**src/rtl/ps2_keys.sv**
```systemverilog
// ps2_keys: PS/2 keyboard receiver and key-state decoder.
// Synchronises and deglitches the raw PS/2 lines, deserialises 11-bit
// device-to-host frames, tracks E0/F0 prefixes and drives held-key levels
// for the up/down arrow keys.
//
// Ports:
//   clock      - system clock, rising edge
//   reset      - asynchronous, active-high; clears all state
//   ps2_clk    - raw PS/2 clock line (asynchronous)
//   ps2_dat    - raw PS/2 data line (asynchronous)
//   up, down   - levels, high while the extended up/down arrow is held
//   scan_code  - last byte received with good framing (prefixes included)
//   code_valid - one-cycle pulse when scan_code updates
//   frame_err  - one-cycle pulse on parity, stop-bit or timeout error
//   led_out    - mirror of scan_code for the board LEDs
module ps2_keys #(
  parameter int unsigned FILTER_LEN = 8,
  parameter int unsigned TIMEOUT    = 50000,
  parameter logic [7:0]  UP_CODE    = 8'h75,
  parameter logic [7:0]  DOWN_CODE  = 8'h72
) (
  input  logic       clock,
  input  logic       reset,
  input  logic       ps2_clk,
  input  logic       ps2_dat,
  output logic       up,
  output logic       down,
  output logic [7:0] scan_code,
  output logic       code_valid,
  output logic       frame_err,
  output logic [7:0] led_out
);

  localparam int unsigned FW = $clog2(FILTER_LEN + 1);
  localparam int unsigned TW = $clog2(TIMEOUT + 1);

  typedef enum logic [1:0] {IDLE, DATA, PARITY, STOP} state_t;

  logic          clk_s1, clk_s2, dat_s1, dat_s2;
  logic          filt_clk, filt_q;
  logic [FW-1:0] filt_cnt;
  logic          fall;

  state_t        state;
  logic [2:0]    bit_cnt;
  logic [7:0]    shreg;
  logic          par;
  logic [TW-1:0] tmo_cnt;
  logic          ext, brk;

  // Synchronisers idle high so reset release cannot fake a falling edge.
  always_ff @(posedge clock or posedge reset) begin
    if (reset) begin
      clk_s1 <= 1'b1;
      clk_s2 <= 1'b1;
      dat_s1 <= 1'b1;
      dat_s2 <= 1'b1;
    end else begin
      clk_s1 <= ps2_clk;
      clk_s2 <= clk_s1;
      dat_s1 <= ps2_dat;
      dat_s2 <= dat_s1;
    end
  end

  // The filtered clock follows clk_s2 only after FILTER_LEN consecutive
  // samples that differ from its current level; any agreeing sample
  // restarts the run.
  always_ff @(posedge clock or posedge reset) begin
    if (reset) begin
      filt_clk <= 1'b1;
      filt_q   <= 1'b1;
      filt_cnt <= '0;
    end else begin
      filt_q <= filt_clk;
      if (clk_s2 == filt_clk) begin
        filt_cnt <= '0;
      end else if (filt_cnt == FW'(FILTER_LEN - 1)) begin
        filt_clk <= clk_s2;
        filt_cnt <= '0;
      end else begin
        filt_cnt <= filt_cnt + FW'(1);
      end
    end
  end

  assign fall = filt_q & ~filt_clk;

  always_ff @(posedge clock or posedge reset) begin
    if (reset) begin
      state      <= IDLE;
      bit_cnt    <= '0;
      shreg      <= '0;
      par        <= 1'b0;
      tmo_cnt    <= '0;
      ext        <= 1'b0;
      brk        <= 1'b0;
      up         <= 1'b0;
      down       <= 1'b0;
      scan_code  <= '0;
      led_out    <= '0;
      code_valid <= 1'b0;
      frame_err  <= 1'b0;
    end else begin
      code_valid <= 1'b0;
      frame_err  <= 1'b0;
      // A falling edge takes priority over a coincident timeout expiry.
      if (fall) begin
        tmo_cnt <= '0;
        unique case (state)
          IDLE: begin
            if (!dat_s2) begin
              state   <= DATA;
              bit_cnt <= '0;
            end
          end
          DATA: begin
            shreg   <= {dat_s2, shreg[7:1]};
            bit_cnt <= bit_cnt + 3'd1;
            if (bit_cnt == 3'd7) state <= PARITY;
          end
          PARITY: begin
            par   <= dat_s2;
            state <= STOP;
          end
          STOP: begin
            state <= IDLE;
            if (dat_s2 && (^{shreg, par})) begin
              scan_code  <= shreg;
              led_out    <= shreg;
              code_valid <= 1'b1;
              if (shreg == 8'hE0) begin
                ext <= 1'b1;
              end else if (shreg == 8'hF0) begin
                brk <= 1'b1;
              end else begin
                if (ext && shreg == UP_CODE)   up   <= ~brk;
                if (ext && shreg == DOWN_CODE) down <= ~brk;
                ext <= 1'b0;
                brk <= 1'b0;
              end
            end else begin
              frame_err <= 1'b1;
              ext       <= 1'b0;
              brk       <= 1'b0;
            end
          end
          default: state <= IDLE;
        endcase
      end else if (state == IDLE) begin
        tmo_cnt <= '0;
      end else if (tmo_cnt == TW'(TIMEOUT - 1)) begin
        state     <= IDLE;
        frame_err <= 1'b1;
        ext       <= 1'b0;
        brk       <= 1'b0;
        tmo_cnt   <= '0;
      end else begin
        tmo_cnt <= tmo_cnt + TW'(1);
      end
    end
  end

endmodule

```
**config.mk**
```make
export PLATFORM = sky130hd
export DESIGN_NAME = ps2_keys
export DESIGN_NICKNAME = d
export VERILOG_FILES = /design/src/rtl/ps2_keys.sv
export SDC_FILE = /design/constraint.sdc
export NUM_CORES = 1
export LEC_CHECK = 0
export CAP_MARGIN = 5
export CELL_PAD_IN_SITES_DETAIL_PLACEMENT = 1
export CELL_PAD_IN_SITES_GLOBAL_PLACEMENT = 1
export CORE_MARGIN = 3
export CORE_UTILIZATION = 25
export DETAILED_ROUTE_END_ITERATION = 6
export PLACE_DENSITY_LB_ADDON = 0.1
export SYNTH_ARGS = -nofsm -noshare
export SYNTH_HDL_FRONTEND = slang
export SYNTH_SLANG_ARGS = --single-unit
```
**constraint.sdc**
```tcl
create_clock -name clock -period 2.5 [get_ports clock]
set_input_delay 0.25 -clock clock [delete_from_list [all_inputs] [get_ports clock]]
set_output_delay 0.25 -clock clock [all_outputs]
set_load 0.005 [all_outputs]
```
### Wiring heat map

The die is cut into 22 by 22 equal tiles; black is low, pale yellow is high, scaled to the fullest tile. Values are wire area over tile area, all layers added.
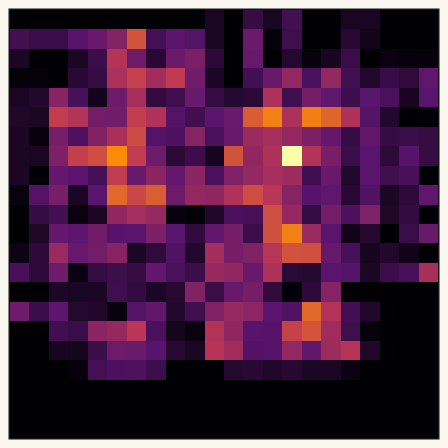
fullest tile: 0.38
mean over tiles: 0.069
densest ninth of the die: centre
nearly empty tiles: 30%
tiles over half the peak: 6.0%
wire length per cell: 13.7 microns
total track usage: 10.0%
total detailed-routing wirelength: 5.26 mm
vias after detailed routing: 1684

### Register map, names as in the netlist

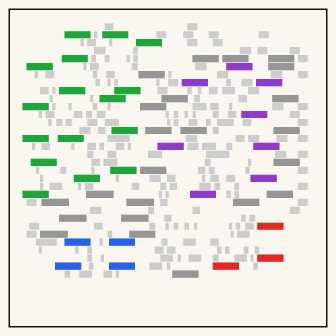
legend:
  red:
    netlist_name: `bit_cnt`
    placed_flops: 3
  purple:
    netlist_name: `shreg`
    placed_flops: 8
  green:
    netlist_name: `tmo_cnt`
    placed_flops: 16
  blue:
    netlist_name: `filt_cnt`
    placed_flops: 4
not coloured: 23
power consumed by sequential cells: 0.984 mW
flip-flop and latch area: 1360 sq um

### Cell outlines without signal wires

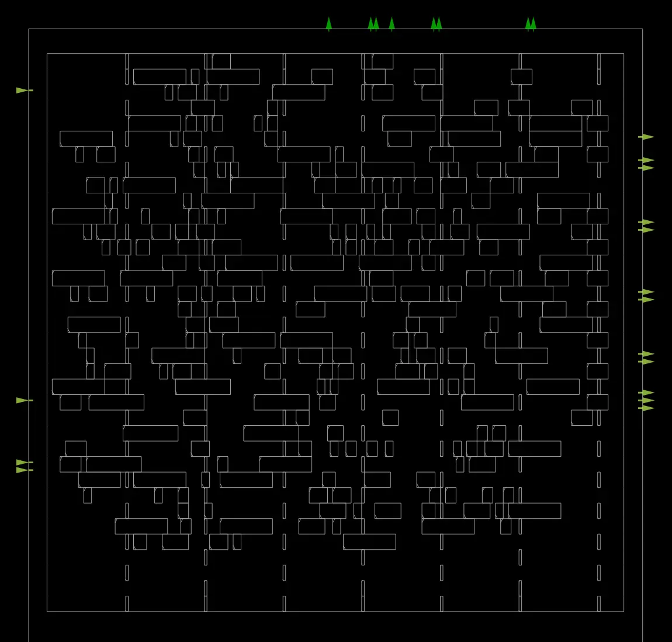
proportion of cell area occupied by registers: 45.0%
core region area: 9910 sq um
non-filler cells in the finished layout: 385
Post-Route Utilization: 30.5%
number of flip-flops and latches: 54

### Wires at chosen ports, followed through buffers

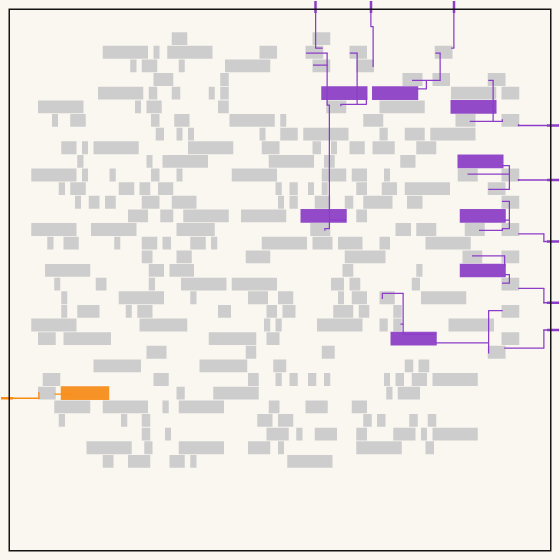
legend:
  orange:
    port: `ps2_clk`
    direction: input
    edge: west
    end_cells: 1
    buffers: 1
    wire: 9.70 microns
  purple:
    port: `scan_code`
    direction: output
    edge: 5 east, 3 north
    end_cells: 8
    buffers: 8
    wire: 252 microns
Port Buffers: 23
ports placed on the boundary: 24

==> commit_impl_results.txt <==
Log flow metrics for this revision

- Antenna diodes: 0
- Before placement the cells fill 26.1% of the core.
- CTS root buf: clkbuf_8
* Post-synthesis instance total: approximately 230
* Yosys-reported design area after synthesis: roughly 2600 sq um
* Most used standard cell by instance count after synthesis: dfrtp_1
- Worst endpoint required time: roughly 2700 ps
- Classification of the worst setup path: reg -> reg
- Post-cts sizing count: 0
- In the final layout, excluding clock inverters the inverter count is 10.
- Timing would allow up to 453 MHz.
* Layout-stage area growth over the synthesis result: 16.8%
- Total CTS buffers: 5
- Final number of hold-violating endpoints: 0
- The total overflow left after global routing is 0.
- 1st-pass router iterations: 4
- The synth_stat.txt file lists the number of cells as 231.
- After floorplanning, the die was sized to cover roughly 12000 sq um.
* Sequential-to-total area share from yosys stat: 52.5%
- Standard-cell rows: 36
* Count of cell types in the netlist: 38
- Maximum root-to-sink buffer count: 2
- CTS clk-pin slew, worst paths: approximately 110 ps
* Outcome: complete, no violations
- The die is approximately 110 microns tall.
* Arr. time, crit path: between 2000 and 2500 ps
- Async SR Flop Fraction: 100%
- The post-placement cell area is 2930 sq um.
- Most Frequent Cell on Critical Path: xnor2_1
- Worst IR drop on VDD: slightly above 200 uV
- Share of Yosys cell area claimed by the top area cell type: between 40% and 50%
- Number of synthesized register bits: ~54
- Dominant register cell: dfrtp_1
- Reg2Reg Setup Slack: approximately 290 ps
* Simple-gate area share of the yosys netlist: approximately 16%
* Reg2Reg Capture Point: led_out[6]
* Tcrit/Tclk final: about nine tenths
* Final std cell area, no fill: between 3000 and 4000 sq um
- TritonCTS built the clock tree.
* Mux cell area share after synthesis: around 8%
* Share of the synthesized netlist area taken by xor and xnor gates: between 8 and 9%
==> worst max path at each step <==
stage | start | end | slack [ps]
3_5_place_dp | shreg[1] | led_out[2] | 270
5_1_grt | shreg[1] | led_out[0] | 120
4_1_cts | shreg[1] | led_out[2] | 250
3_3_place_gp | shreg[1] | led_out[2] | 310
2_1_floorplan | shreg[1] | led_out[0] | 540
6_report | shreg[1] | led_out[6] | 290
==> per-layer routing <==
layer | part of all wire (%) | global-route usage [%]
met1 | 49 | 13.4
met2 | 47 | 16.6
met3 | 3.0 | 1.98
met4 | 0.76 | 2.71
met5 | 0 | 0
==> critical path: cells and delay by family, from the launching register on <==
kind	cells	cell delay, ps
DFF	1	470
xor gates and xnor gates	3	780
muxes	2	840
==> placed cells by master, fill, tap and decap left out, types with 2 or more instances in the layout <==
cell and n:
nand2_1 14, dfrtp_1 48, nor2_1 24, inv_1 9, a21oi_1 5, buf_4 3, and4_1 2, clkbuf_8 5
a22o_1 5, clkdlybuf4s50_1 23, dfstp_2 6, nor2b_1 2, mux2_2 15, xor2_1 7, or4bb_1 2, ha_1 8
nand2b_1 4, nand3_1 8, nor3_1 6, and2_1 2, nand4_1 7, mux2i_1 2, nor4_1 2, xnor2_1 15
o21ai_0 11, clkinvlp_4 2
==> flip-flops by register name, summed over array words and instances, names as in the netlist, 2 cells and up <==
register  flops
tmo_cnt      16
led_out       8
bit_cnt       3
filt_cnt      4
state         2
shreg         8
==> power by group <==
| part | total (mW) | internal, mW | switching [mW] |
|---|---|---|---|
| logic | 0.268 | 0.103 | 0.165 |
| clock network | 0.500 | 0.199 | 0.301 |
| registers | 0.984 | 0.938 | 0.0467 |
| total | 1.75 | 1.24 | 0.513 |
No activity file was given, so power comes from the tool's default toggle rates.
